## config.mk

```make
export PLATFORM = sky130hd
export DESIGN_NAME = img_stream_rx
export DESIGN_NICKNAME = d
export VERILOG_FILES = /design/src/rtl/img_stream_rx.sv
export SDC_FILE = /design/constraint.sdc
export NUM_CORES = 1
export LEC_CHECK = 0
export CAP_MARGIN = 20
export CORE_MARGIN = 8
export CORE_UTILIZATION = 37
export CTS_BUF_LIST = sky130_fd_sc_hd__clkbuf_8
export DETAILED_ROUTE_END_ITERATION = 8
export PLACE_DENSITY = 0.63
export SYNTH_ARGS = -nofsm -noshare
export SYNTH_HDL_FRONTEND = slang
export SYNTH_SLANG_ARGS = --single-unit
```

## constraint.sdc

```tcl
create_clock -name clk -period 5.21 [get_ports clk]
set_input_delay 1.563 -clock clk [delete_from_list [all_inputs] [get_ports clk]]
set_output_delay 1.563 -clock clk [all_outputs]
set_load 0.03 [all_outputs]
```

## src/rtl/img_stream_rx.sv

```systemverilog
// Pixel stream receiver: tags each accepted beat with x/y and checks frame framing/length.
// Reports per-frame status and a mod-2^32 checksum when each frame terminates.
module img_stream_rx #(
   parameter int H_ACT = 1280,
   parameter int V_ACT = 720,
   parameter int DW    = 16,
   parameter int XW    = 11,
   parameter int YW    = 10
) (
   input  logic          clk,
   input  logic          rst_n,
   input  logic [DW-1:0] din,
   input  logic          din_vld,
   input  logic          din_sop,
   input  logic          din_eop,
   output logic [DW-1:0] dout,
   output logic          dout_vld,
   output logic [XW-1:0] pix_x,
   output logic [YW-1:0] pix_y,
   output logic          frame_done,
   output logic          frame_ok,
   output logic          err_len,
   output logic          err_eop,
   output logic          err_sop,
   output logic [31:0]   checksum,
   output logic [15:0]   frame_cnt
);

   typedef enum logic {IDLE, RECV} state_t;

   localparam logic [XW-1:0] X_LAST = XW'(H_ACT - 1);
   localparam logic [YW-1:0] Y_LAST = YW'(V_ACT - 1);

   state_t          state, state_d;
   logic [XW-1:0]   x_cnt, x_d, cur_x;
   logic [YW-1:0]   y_cnt, y_d, cur_y;
   logic [31:0]     sum_q, sum_d, cur_sum;
   logic            accept, is_last, old_term, new_term;
   logic [3:0]      new_stat;
   logic            emit_vld;
   logic [3:0]      emit_stat;
   logic [31:0]     emit_sum;
   logic            pend_vld, pend_vld_d;
   logic [3:0]      pend_stat, pend_stat_d;
   logic [31:0]     pend_sum, pend_sum_d;

   // Status nibbles are {ok, len, eop, sop}. x_cnt/y_cnt hold the position the next
   // non-sop beat will occupy. A second termination in the same cycle (sop+eop in RECV)
   // is parked in the pend_* slot and reported on the following cycle.
   always_comb begin
      state_d     = state;
      accept      = 1'b0;
      cur_x       = x_cnt;
      cur_y       = y_cnt;
      cur_sum     = sum_q + 32'(din);
      x_d         = x_cnt;
      y_d         = y_cnt;
      sum_d       = sum_q;
      new_term    = 1'b0;
      new_stat    = 4'b0000;
      emit_vld    = 1'b0;
      emit_stat   = 4'b0000;
      emit_sum    = 32'd0;
      pend_vld_d  = 1'b0;
      pend_stat_d = pend_stat;
      pend_sum_d  = pend_sum;

      accept   = din_vld && (state == RECV || din_sop);
      old_term = din_vld && din_sop && (state == RECV);
      if (din_sop) begin
         cur_x   = '0;
         cur_y   = '0;
         cur_sum = 32'(din);
      end
      is_last = (cur_x == X_LAST) && (cur_y == Y_LAST);

      if (accept) begin
         new_term = din_eop || is_last;
         new_stat = {din_eop && is_last, din_eop && !is_last, !din_eop && is_last, 1'b0};
         state_d  = new_term ? IDLE : RECV;
         sum_d    = cur_sum;
         if (cur_x == X_LAST) begin
            x_d = '0;
            y_d = cur_y + YW'(1);
         end else begin
            x_d = cur_x + XW'(1);
            y_d = cur_y;
         end
      end

      if (pend_vld) begin
         emit_vld  = 1'b1;
         emit_stat = pend_stat;
         emit_sum  = pend_sum;
         if (new_term) begin
            pend_vld_d  = 1'b1;
            pend_stat_d = new_stat;
            pend_sum_d  = cur_sum;
         end
      end else if (old_term) begin
         emit_vld  = 1'b1;
         emit_stat = 4'b0001;
         emit_sum  = sum_q;
         if (new_term) begin
            pend_vld_d  = 1'b1;
            pend_stat_d = new_stat;
            pend_sum_d  = cur_sum;
         end
      end else if (new_term) begin
         emit_vld  = 1'b1;
         emit_stat = new_stat;
         emit_sum  = cur_sum;
      end
   end

   // Registered outputs; data/coordinates and frame status hold between updates.
   always_ff @(posedge clk) begin
      if (!rst_n) begin
         state      <= IDLE;
         x_cnt      <= '0;
         y_cnt      <= '0;
         sum_q      <= 32'd0;
         pend_vld   <= 1'b0;
         pend_stat  <= 4'b0000;
         pend_sum   <= 32'd0;
         dout       <= '0;
         dout_vld   <= 1'b0;
         pix_x      <= '0;
         pix_y      <= '0;
         frame_done <= 1'b0;
         frame_ok   <= 1'b0;
         err_len    <= 1'b0;
         err_eop    <= 1'b0;
         err_sop    <= 1'b0;
         checksum   <= 32'd0;
         frame_cnt  <= 16'd0;
      end else begin
         state      <= state_d;
         x_cnt      <= x_d;
         y_cnt      <= y_d;
         sum_q      <= sum_d;
         pend_vld   <= pend_vld_d;
         pend_stat  <= pend_stat_d;
         pend_sum   <= pend_sum_d;
         dout_vld   <= accept;
         frame_done <= emit_vld;
         if (accept) begin
            dout  <= din;
            pix_x <= cur_x;
            pix_y <= cur_y;
         end
         if (emit_vld) begin
            {frame_ok, err_len, err_eop, err_sop} <= emit_stat;
            checksum <= emit_sum;
            if (emit_stat[3])
               frame_cnt <= frame_cnt + 16'd1;
         end
      end
   end

endmodule

```

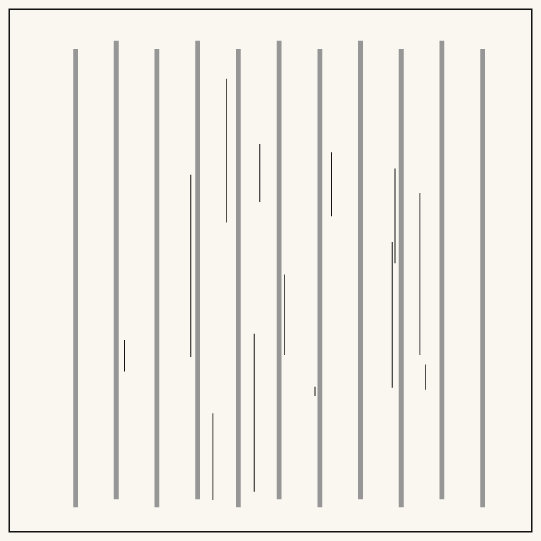
**Above:** run 1 (metal 4).
Scale: 3 px per um. Supply wires on this layer in gray.
share of all routed wire = 1.5%
wire length on this layer = 410 um
longest straight run = 60.5 um

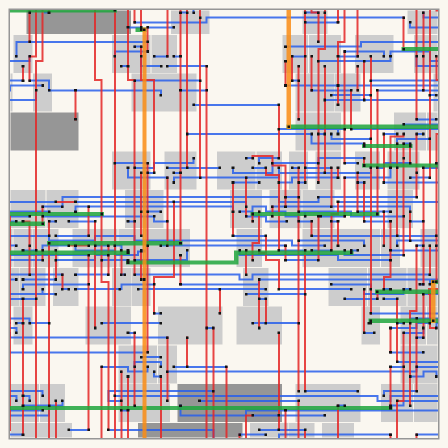
**Above:** run 1 (layout detail).
Window x 72 to 102, y 37 to 67 um. Cells in gray, sequential cells in the stronger gray; small squares are vias.
M4 -> orange
M2 -> red
M3 -> green
M1 -> blue
sequential cells in the window = 3
netlist names of flops here include = sum_q (2), checksum (1)
cells with their middle in the window = 65
most frequent = a21oi_1 (10), nand2_1 (5), nand4_1 (4)

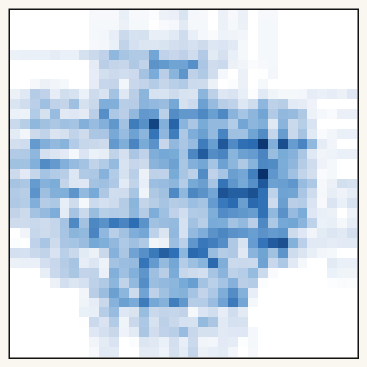
**Above:** run 1 (routed metal per tile).
Scale: 2 px per um. The die is cut into 35 by 35 equal tiles; white is low, dark blue is high, scaled to the fullest tile. Values are wire area over tile area, all layers added.
nearly empty tiles = 25%
emptiest ninth of the die = top right
densest ninth of the die = middle
total track usage: 0.1826
vias: 8635
WL/cell: 18.31 um
Post-Route WL: 28.07 mm

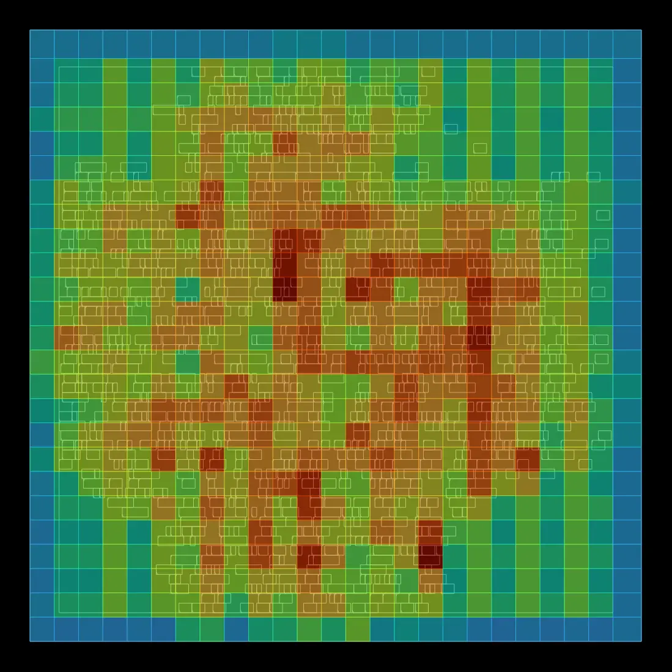
**Above:** run 1 (congestion heat map).
GR Util met3: 0.05184
met1 Use GR: 0.2411

==> run 1: critical path: cells and delay by family <==
family          cells  cell delay (ns)
compound gates      5             1.69
buf+inv             1             0.52
simple gates        2             0.43
fa+ha+maj           2             0.42
==> run 1: flip-flops by register name (all words and copies together), names as in the netlist, 3 cells and up <==
name and count:
checksum 32, dout 16, frame_cnt 16, pend_stat 3, pend_sum 32, pix_x 11, pix_y 10, sum_q 32
x_cnt 11, y_cnt 10
==> run 1: logic make-up (layout without fill, tap and decap cells) <==
kind of cell,count (synthesis),after routing
AND/OR/NAND/NOR,434,434
multiplexers,9,9
AND-OR/OR-AND,342,342
buffers and inverters,104,179
adder cells (fa/ha/maj),21,21
flip-flops,181,181
XOR/XNOR,43,43
==> run 1: layout make-up <==
class / instances / area, um^2
multi-input cells: 849 / 5155
well taps: 324 / 405.4
clock buffers: 19 / 261.5
flip-flops and latches: 181 / 3623
clock inverters: 11 / 80.08
fillers: 2434 / 13530
inverters: 15 / 58.81
repair buffers: 134 / 1279
==> run 1: through the flow <==
step	cells	hold slack, ns	setup slack, ns	power, W
floorplan	1134	0.4313	0.6742	0.001766
global placement	1503	0.4394	0.6358	0.001910
detailed placement	1503	0.4480	0.5699	0.001913
CTS	1533	0.4602	1.056	0.002792
global route	1533	0.4743	0.8254	0.002892
finish	1533	0.4556	0.9838	0.002765
==> run 1: power by group <==
part | total [W] | internal, W | leakage [nW] | switching (W)
Combinational | 0.000440 | 0.000156 | 2.17 | 0.000284
Sequential | 0.00144 | 0.00142 | 1.47 | 0.0000262
Clock | 0.000882 | 0.000351 | 0.172 | 0.000530
Total | 0.00277 | 0.00192 | 3.81 | 0.000841
==> results.sh, run 1 <==
# implementation run metrics
export IMPL_dr_pass1_iters=7
export IMPL_async_flop_share=0
export IMPL_final_hold_viol_count=0
export IMPL_slowest_stage="a31oi_1"
export IMPL_wl_met2_mm=12.70
export IMPL_cts_made_buffers=17
export IMPL_holdCritStartpoint="pix_y[9]$_SDFFE_PN0P_"
export IMPL_status="completed"
export IMPL_ys_types=86
export IMPL_p_per_area_nw_per_um2=254.5
export IMPL_hpwl_mm=19.08
export IMPL_ant_nets=0
export IMPL_top_layer="met4"
export IMPL_final_core_util=0.4454
export IMPL_syn_area_per_cell_um2=8.114
export IMPL_postCtsSetupRepairBufs=0
export IMPL_clock_skew_ns=0.01508
export IMPL_setup_viol=0
export IMPL_synth_adder_area_share=0.02910
export IMPL_hold_class="flip-flop to flip-flop"
export IMPL_ys_area_um2=9201
export IMPL_reg2reg_setup_slack_ns=2.07
export IMPL_aoi_share=0.2497
export IMPL_peakVddDrop_v=0.0001325
export IMPL_lay_top_count="dfxtp_1"
export IMPL_synthTopCellsByArea="dfxtp_1 39%, nand2_1 5.9%, a21oi_1 5.8%, nor2_1 4.7%, o21ai_0 3.2%"
export IMPL_min_to="pix_y[9]$_SDFFE_PN0P_"
export IMPL_place_area_um2=10520
export IMPL_mappedNetlistArea_um2=9201
==> run 1 -> run 2 <==
==> constraint.sdc (replaced) <==
create_clock -name clk -period 4.35 [get_ports clk]
set_input_delay 1.305 -clock clk [delete_from_list [all_inputs] [get_ports clk]]
set_output_delay 1.305 -clock clk [all_outputs]
set_load 0.03 [all_outputs]
==> results.sh, run 2 <==
# implementation run metrics
export IMPL_mappedNetlistArea_um2=9201
export IMPL_mostFrequentLayoutCells="181 x dfxtp_1, 145 x nand2_1, 113 x nor2_1, 110 x clkdlybuf4s50_1, 107 x a21oi_1"
export IMPL_met1_usage=0.2490
export IMPL_synth_top_cell_by_area="dfxtp_1"
export IMPL_async_flop_share=0
export IMPL_worstSkewPairLatency_ns=0.49
export IMPL_peakVddDrop_v=0.0001719
export IMPL_status="completed"
export IMPL_clock_sinks=181
export IMPL_tightest_slew_ns=0.9560
export IMPL_postCtsSetupRepairBufs=0
export IMPL_lay_top_count="dfxtp_1"
export IMPL_cts_resized=0
export IMPL_track_usage=0.1872
export IMPL_setup_viol=0
export IMPL_reg_largest_list="checksum (32), pend_sum (32), sum_q (32)"
export IMPL_grt_pass1_vias=8477
export IMPL_finalPower_w=0.003406
export IMPL_busiest_layer="met2"
export IMPL_syn_area_per_cell_um2=8.114
export IMPL_ant_nets=0
export IMPL_wl_met2_mm=12.71
export IMPL_slowest_stage="clkdlybuf4s50_1"
export IMPL_port_buffers=111
export IMPL_yosysCellCount=1134
export IMPL_warning_count=28
export IMPL_clock_skew_ns=0.01788
export IMPL_max_stage_delay_ns=0.48
export IMPL_floorplan_nets=1175
export IMPL_p_per_area_nw_per_um2=307.1
export IMPL_diodes=0
export IMPL_dr_pass1_iters=7
export IMPL_maxSlewHeadroom=0.3607
export IMPL_num_vias=8735
export IMPL_grt_use_met3=0.04966
export IMPL_aoi_share=0.2497
export IMPL_hold_class="flip-flop to flip-flop"
export IMPL_synthTopCellsByArea="dfxtp_1 39%, nand2_1 5.9%, a21oi_1 5.8%, nor2_1 4.7%, o21ai_0 3.2%"
export IMPL_ys_area_um2=9201
export IMPL_drive_gt1_frac=0.08191
export IMPL_top_layer="met4"
export IMPL_fill_cells=2439
export IMPL_cts_made_buffers=17
export IMPL_wl_mm=28.58
export IMPL_synth_adder_area_share=0.02910
export IMPL_rsz0062_at_grt="false"
export IMPL_ys_types=86
export IMPL_wl_per_cell_um=18.36
export IMPL_hpwl_mm=19.41
-- run 2: metrics by stage --
| stage | area [um^2] | worst slack (ns) | cells | hold slack [ns] | util |
|---|---|---|---|---|---|
| finish | 11090 | 0.6202 | 1557 | 0.4555 | 0.4547 |
| floorplan | 9201 | 0.07223 | 1134 | 0.4313 | - |
| CTS | 11080 | 0.6725 | 1556 | 0.4575 | 0.4544 |
| detailed placement | 10700 | 0.1727 | 1524 | 0.4466 | 0.4389 |
| global route | 11090 | 0.3515 | 1557 | 0.4757 | 0.4547 |
| global placement | 10700 | 0.1953 | 1524 | 0.4388 | 0.4389 |
-- run 2: power breakdown --
group	total [W]	leakage, nW	internal, W	switching (W)
logic	0.000546	2.29	0.000200	0.000346
clock network	0.00113	0.190	0.000496	0.000634
registers	0.00173	1.47	0.00170	0.0000317
total	0.00341	3.95	0.00239	0.00101
-- run 2: critical path: cells and delay by family --
kind	cells	cell delay (ns)
compound gates	7	1.91
fa+ha+maj	1	0.38
buf+inv	1	0.48
-- run 2: area by class of cell --
cell class	count	area [um^2]	area share
Multi-Input combinational cell	849	5155	0.4648
Sequential cell	181	3623	0.3267
Timing Repair Buffer	156	1469	0.1324
Tap cell	324	405.4	0.03655
Clock buffer	20	275.3	0.02482
Clock inverter	12	103.9	0.009364
Inverter	15	58.81	0.005302
-- run 2: path summary, 6_finish.rpt --
kind	from	endpoint	slack, ns	cells after the start
max	din[6]	checksum[21]$_SDFFE_PN0P_	0.62	9
min	pix_y[4]$_SDFFE_PN0P_	pix_y[4]$_SDFFE_PN0P_	0.46	2
max reg2reg	state$_SDFFE_PN0P_	pend_sum[17]$_SDFFE_PN0P_	1.40	7
min reg2reg	pix_y[4]$_SDFFE_PN0P_	pix_y[4]$_SDFFE_PN0P_	0.46	2
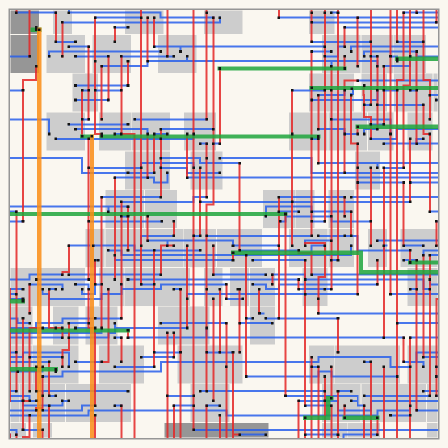
**Above:** run 2 (layout detail).
Window x 72 to 102, y 37 to 67 um. Cells in gray, sequential cells in the stronger gray; small squares are vias.
M2 -> red
M4 -> orange
M1 -> blue
M3 -> green
most frequent = a21oi_1 (10), ha_1 (5)
cells with their middle in the window = 65
sequential cells in the window = 0

Power is estimated from default activity; no workload was simulated.
